==> config.mk <==
export PLATFORM = sky130hd
export DESIGN_NAME = memory_arbiter
export DESIGN_NICKNAME = d
export VERILOG_FILES = /design/src/rtl/memory_arbiter.sv
export SDC_FILE = /design/constraint.sdc
export NUM_CORES = 1
export LEC_CHECK = 0
export CAP_MARGIN = 15
export CORE_AREA = 3 3 123 125
export CTS_BUF_LIST = sky130_fd_sc_hd__clkbuf_4
export DETAILED_ROUTE_END_ITERATION = 16
export DIE_AREA = 0 0 126 128
export DONT_BUFFER_PORTS = 1
export SKIP_LAST_GASP = 1
export SYNTH_ARGS = -nofsm -noshare
export SYNTH_HDL_FRONTEND = slang
export SYNTH_SLANG_ARGS = --single-unit
export TNS_END_PERCENT = 5
==> constraint.sdc <==
create_clock -name clk -period 2.9 [get_ports clk]
set_clock_uncertainty 0.1 [all_clocks]
set_input_delay 0.58 -clock clk [delete_from_list [all_inputs] [get_ports clk]]
set_output_delay 0.58 -clock clk [all_outputs]
set_load 0.01 [all_outputs]
==> src/rtl/memory_arbiter.sv <==
// memory_arbiter: round-robin N-port arbiter in front of one single-port
// synchronous memory. Grants are combinational. Read responses come back
// through a tag pipeline that is READ_LAT stages deep, so each read returns
// to the port that issued it.
// Optional build macro MEMORY_ARBITER_PROBE_EN adds two debug outputs:
// grant_prob (registered copy of req_ready) and rr_ptr_prob (the round-robin pointer).
module memory_arbiter #(
    parameter int NUM_PORTS = 2,
    parameter int ADDR_W    = 8,
    parameter int DATA_W    = 32,
    parameter int READ_LAT  = 1
) (
    input  logic                          clk,
    input  logic                          rst_n,
`ifdef MEMORY_ARBITER_PROBE_EN
    output logic [NUM_PORTS-1:0]          grant_prob,
    output logic [$clog2(NUM_PORTS)-1:0]  rr_ptr_prob,
`endif
    input  logic [NUM_PORTS*ADDR_W-1:0]   req_addr,
    input  logic [NUM_PORTS-1:0]          req_read_en,
    input  logic [NUM_PORTS-1:0]          req_write_en,
    input  logic [NUM_PORTS*DATA_W-1:0]   req_write_val,
    output logic [NUM_PORTS-1:0]          req_ready,
    output logic [NUM_PORTS-1:0]          rsp_valid,
    output logic [NUM_PORTS*DATA_W-1:0]   rsp_read_val,
    output logic [ADDR_W-1:0]             mem_addr,
    output logic                          mem_read_en,
    output logic                          mem_write_en,
    input  logic [DATA_W-1:0]             mem_read_val,
    output logic [DATA_W-1:0]             mem_write_val
);

    localparam int PW = $clog2(NUM_PORTS);

    logic [NUM_PORTS-1:0][ADDR_W-1:0] addr_a;
    logic [NUM_PORTS-1:0][DATA_W-1:0] wdata_a;
    logic [NUM_PORTS-1:0]             req;
    logic [PW-1:0]                    rr_ptr;
    logic [PW-1:0]                    gidx;
    logic                             found;
    logic                             rd_issue;

    logic [READ_LAT-1:0]              vld_pipe;
    logic [READ_LAT-1:0][PW-1:0]      tag_pipe;

    // Advance a port index by k, wrapping at NUM_PORTS. NUM_PORTS need not be a power of 2.
    function automatic logic [PW-1:0] wrap_add(input logic [PW-1:0] p, input int k);
        int s;
        s = int'(p) + k;
        if (s >= NUM_PORTS) s = s - NUM_PORTS;
        return PW'(s);
    endfunction

    // Split the flat per-port buses into indexed lanes.
    for (genvar i = 0; i < NUM_PORTS; i++) begin : g_lane
        assign addr_a[i]  = req_addr[i*ADDR_W +: ADDR_W];
        assign wdata_a[i] = req_write_val[i*DATA_W +: DATA_W];
    end

    // Round-robin search: start at rr_ptr and wrap upward; the first requesting port wins.
    always_comb begin
        req   = req_read_en | req_write_en;
        gidx  = '0;
        found = 1'b0;
        for (int k = 0; k < NUM_PORTS; k++) begin
            if (!found && req[wrap_add(rr_ptr, k)]) begin
                found = 1'b1;
                gidx  = wrap_add(rr_ptr, k);
            end
        end
    end

    // Steer the winner onto the memory bus. If read and write are both set, the write wins.
    always_comb begin
        req_ready       = '0;
        req_ready[gidx] = found;
        mem_addr        = found ? addr_a[gidx] : '0;
        mem_write_en    = found & req_write_en[gidx];
        rd_issue        = found & req_read_en[gidx] & ~req_write_en[gidx];
        mem_read_en     = rd_issue;
        mem_write_val   = mem_write_en ? wdata_a[gidx] : '0;
    end

    // Move the pointer to the port after the winner. If nothing was granted, keep it.
    always_ff @(posedge clk or negedge rst_n) begin
        if (!rst_n)     rr_ptr <= '0;
        else if (found) rr_ptr <= wrap_add(gidx, 1);
    end

    // Tag pipeline: a {valid, port} pair for each cycle of memory read latency.
    always_ff @(posedge clk or negedge rst_n) begin
        if (!rst_n) begin
            vld_pipe <= '0;
            tag_pipe <= '0;
        end else begin
            vld_pipe[0] <= rd_issue;
            tag_pipe[0] <= gidx;
            for (int i = 1; i < READ_LAT; i++) begin
                vld_pipe[i] <= vld_pipe[i-1];
                tag_pipe[i] <= tag_pipe[i-1];
            end
        end
    end

    // Capture memory data into the owning port's slot and pulse rsp_valid for one cycle.
    always_ff @(posedge clk or negedge rst_n) begin
        if (!rst_n) begin
            rsp_valid    <= '0;
            rsp_read_val <= '0;
        end else begin
            rsp_valid <= '0;
            if (vld_pipe[READ_LAT-1]) begin
                rsp_valid[tag_pipe[READ_LAT-1]] <= 1'b1;
                rsp_read_val[tag_pipe[READ_LAT-1]*DATA_W +: DATA_W] <= mem_read_val;
            end
        end
    end

`ifdef MEMORY_ARBITER_PROBE_EN
    // Debug trace: grant vector delayed by one cycle, plus the live pointer.
    always_ff @(posedge clk or negedge rst_n) begin
        if (!rst_n) grant_prob <= '0;
        else        grant_prob <= req_ready;
    end
    assign rr_ptr_prob = rr_ptr;
`endif

endmodule

run_1/pdn.png
Scale bar: 50 microns. Pins as bars on the die edge.
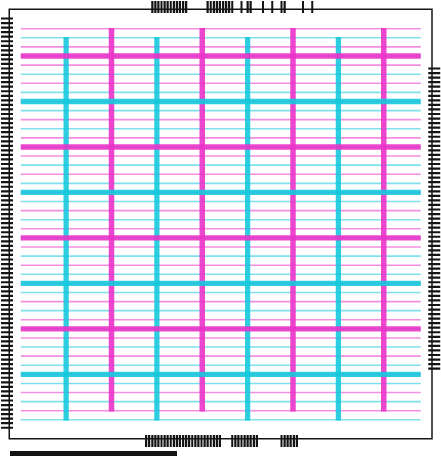
[VDD] magenta
[VSS] cyan
met1 rails: 44
met4 straps: 8
met5 straps: 8
rows: 43
signal pins: 228

run_1/cell_classes.png
Scale bar: 50 microns.
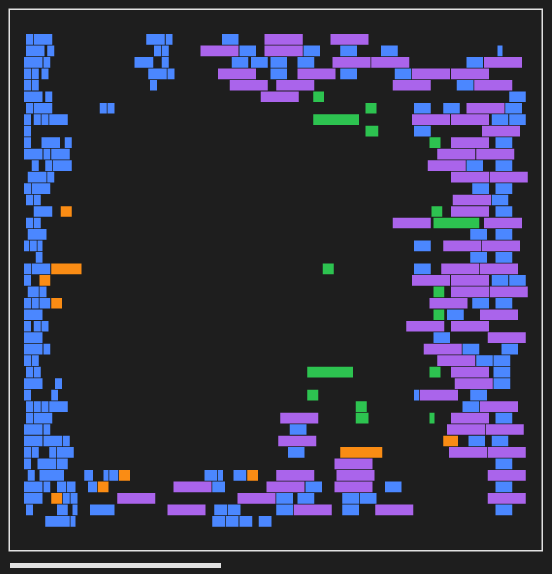
[other buffers and delay cells] orange | cells: 10 | share of their area: 3.0%
[clock drivers and dummy loads] green | cells: 16 | share of their area: 5.1%
[all other logic] blue | cells: 190 | share of their area: 45%
[flip-flops] purple | cells: 69 | share of their area: 47%

run_1/clock_map.png
Scale bar: 50 microns.
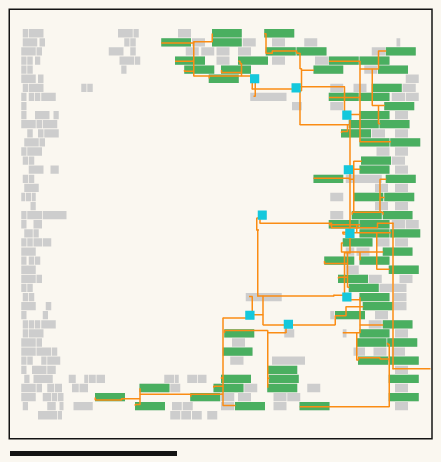
[clock wires] orange | length: 884 microns
[flip-flops] green | count: 69
[cells driving clock nets] cyan | count: 9
routed clock nets: 10

==> qor.txt, run 1 <==
Post-synth EDFFs: 0
Die Width: 126 microns
Final routed DRC violation total: 0
Sequential cell area share: 44.2%
Tmin final: 2.68 ns
RSZ-0062 raised after global routing: no
# Taps: 180
Status: completed
Clk pwr share: 25.4%
Tool warnings: 26
Drt pass-1 iters: 4
Final clock-cell share: 4.77%
Worst slew pin tran: 0.887 ns
# clock sinks: 69
Mux share: 20.4%
Initial antenna violation count: 0
Number of cells on the critical path: 4
Yosys cell types: 29
CP Data Arrival Time: 2.00 ns
Met2 wire length: 4330 microns
Dominant logic cell type in the layout: dfrtp_1
Critical path class: flop to primary output
Clock buffer count from CTS: 9
Synth top cells by count: 69 x dfrtp_1, 49 x mux2_2, 32 x nand3_1, 30 x a211oi_2, 29 x o21ai_1
FP Util: 25.3%
CTS tree: done
Design area: 3910 sq um
Aoi share: 19.2%
Worst path max stage delay: 0.53 ns
Hold path endpoint: rsp_read_val[3]$_DFFE_PN0P_
Most frequent cell after synthesis: dfrtp_1
Crit-path leading delay family: AND-OR/OR-AND gates
Final setup fails: 0
Tightest Hold Check Type: primary input to flop
Comb pwr share: 22.0%
Final Core Density: 27.9%
Slew Viols, Final: 0
FP Rows: 43
Post-Route M1 WL: 3340 microns
Longest Clk Path Bufs: 2
Max Cap Violations: 0
Top non-seq family: multiplexers
Drt wl/cell: 19.1 microns
Hold path cells: 1
Top Layout Cells: 69 x dfrtp_1, 49 x mux2_2, 32 x nand3_1, 30 x a211oi_2, 29 x o21ai_1
Sw power: 1.02 mW
CLK BUF: 10
Tot GR Track Use: 10.5%
Area occupied by registers: 1730 sq um
Worst setup path start: rr_ptr$_DFFE_PN0P_
Global route total overflow: 0
Leading area contributor after synthesis: dfrtp_1
==> inputs of run 2 (changes only) <==
--- a/config.mk
+++ b/config.mk
@@ -5,14 +5,17 @@
 export SDC_FILE = /design/constraint.sdc
 export NUM_CORES = 1
 export LEC_CHECK = 0
-export CAP_MARGIN = 15
+export CAP_MARGIN = 40
+export CELL_PAD_IN_SITES_DETAIL_PLACEMENT = 0
+export CELL_PAD_IN_SITES_GLOBAL_PLACEMENT = 1
 export CORE_AREA = 3 3 123 125
 export CTS_BUF_LIST = sky130_fd_sc_hd__clkbuf_4
 export DETAILED_ROUTE_END_ITERATION = 16
 export DIE_AREA = 0 0 126 128
 export DONT_BUFFER_PORTS = 1
+export PLACE_DENSITY_LB_ADDON = 0.1
 export SKIP_LAST_GASP = 1
 export SYNTH_ARGS = -nofsm -noshare
 export SYNTH_HDL_FRONTEND = slang
 export SYNTH_SLANG_ARGS = --single-unit
-export TNS_END_PERCENT = 5
+export TNS_END_PERCENT = 100
run_2/pdn.png
Scale bar: 50 microns. Pins as bars on the die edge.
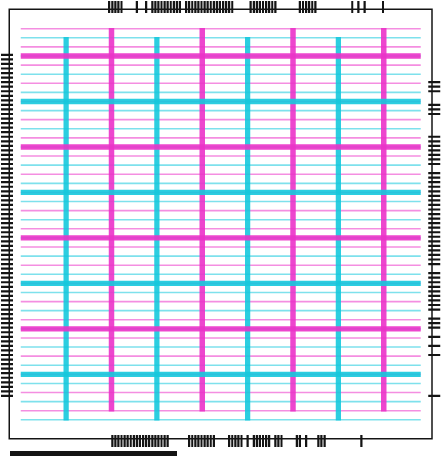
total core area: 14,000 sq um
Die Width: 126 microns
die height: 128 microns
Worst VDD drop: 0.193 mV

==> run 2 against run 1 <==
  * Utilization is 0.18 points higher
  * Cell count rose by 1.3%
  * Flip-flop count unchanged
  * Clock power is 24% lower
  * Sequential share of layout area decreased by 0.28 points
  * Non-clock buffer count increased by 5
  * Area after synthesis stayed put
  * First-iteration DRC count rose by 7.3%
  * Largest cell class unchanged
  * Global-route usage up 1.1 points
  * Critical path depth unchanged
==> qor.txt, run 2 <==
Initial antenna violation count: 1 (+1)
R2r startpoint: rr_ptr$_DFFE_PN0P_
Area occupied by registers: 1730 sq um (unchanged)
Mux share: 20.4% (unchanged)
Crit-path leading delay family: AND-OR/OR-AND gates
# clock sinks: 69 (unchanged)
Routed Wire Length: 9610 microns
Largest register FFs: 64
Largest cell class: flip-flops and latches
Final setup fails: 0 (unchanged)
Clk pwr share: 20.3% (-5.1 points)
Registers: 69
CLK BUF: 11 (+1)
Synth top cells by count: 69 x dfrtp_1, 49 x mux2_2, 32 x nand3_1, 30 x a211oi_2, 29 x o21ai_1
Max Cap Violations: 0 (unchanged)
Top non-seq family: multiplexers
Hold path cells: 1 (unchanged)
Yosys cell types: 29 (unchanged)
CTS H-tree lvls: 3
Drt pass-1 iters: 4 (unchanged)
Tmin final: 2.66 ns (-0.0211 ns)
Final clock-cell share: 3.41% (-1.4 points)
Slew Viols, Final: 0 (unchanged)
Final Hold Viols: 0
FP Rows: 43 (unchanged)
M3 GR Usage: 5.83%
Worst path max stage delay: 0.53 ns (about the same)
Longest Clk Path Bufs: 2 (unchanged)
Worst EP required: 2.22 ns
Via count: 2,392
Clock buffer count from CTS: 9 (unchanged)
Lkg Pwr: 1.51 nW
Aoi share: 19.2% (unchanged)
Most frequent cell after synthesis: dfrtp_1
Tool warnings: 26 (unchanged)
Largest driver fanout on the critical path: 20
CTS tree: done
P&R area growth vs syn: 11.1%
Met3 WL post-DR: 1150 microns
Post-synth EDFFs: 0 (unchanged)
Sw power: 1.02 mW (-0.45%)
Late-Pin Clk Latency: 0.39 ns
Leading area contributor after synthesis: dfrtp_1
Final Core Density: 28.1% (+0.18 points)
CP Data Arrival Time: 1.98 ns (-0.02 ns)
Worst setup path start: rr_ptr$_DFFE_PN0P_
FF-to-FF End: vld_pipe$_DFF_PN0_
Tightest Hold Check Type: primary input to flop
Ys cells: 286
Post-synthesis cell count: 286
Sequential cell area share: 43.9% (-0.28 points)
Status: completed
Final routed DRC violation total: 0 (unchanged)
Number of cells on the critical path: 4 (unchanged)
P_seq: 1.62 mW
Hold path endpoint: rsp_read_val[23]$_DFFE_PN0P_
Clock Tree Root: clkbuf_4
Dominant logic cell type in the layout: dfrtp_1
Fmax: 376 MHz
RSZ-0062 raised after global routing: no
Hold path startpoint: mem_read_val[23]
Top Layout Cells: 69 x dfrtp_1, 49 x mux2_2, 32 x nand3_1, 30 x a211oi_2, 29 x o21ai_1
Design area: 3930 sq um (+0.64%)
CTS Hold Bufs: 2
Tot GR Track Use: 11.6% (+1.1 points)
Global route total overflow: 0 (unchanged)
# Taps: 180 (unchanged)
Clock-pin slew on the worst setup and hold paths: 0.12 ns
Comb pwr share: 24.0% (+2.0 points)
Post-Route M1 WL: 3180 microns (-4.9%)
Drt wl/cell: 20.4 microns (+6.7%)
Critical path class: flop to primary output
Worst slew pin tran: 0.618 ns (-0.270 ns)
FP Util: 25.3% (unchanged)
Share of cells above drive strength 1: 40.0%
Final worst slack: 0.242 ns
Flop pwr share: 55.7%
Met2 wire length: 5120 microns (+18%)
No activity file was given, so power comes from the tool's default toggle rates.
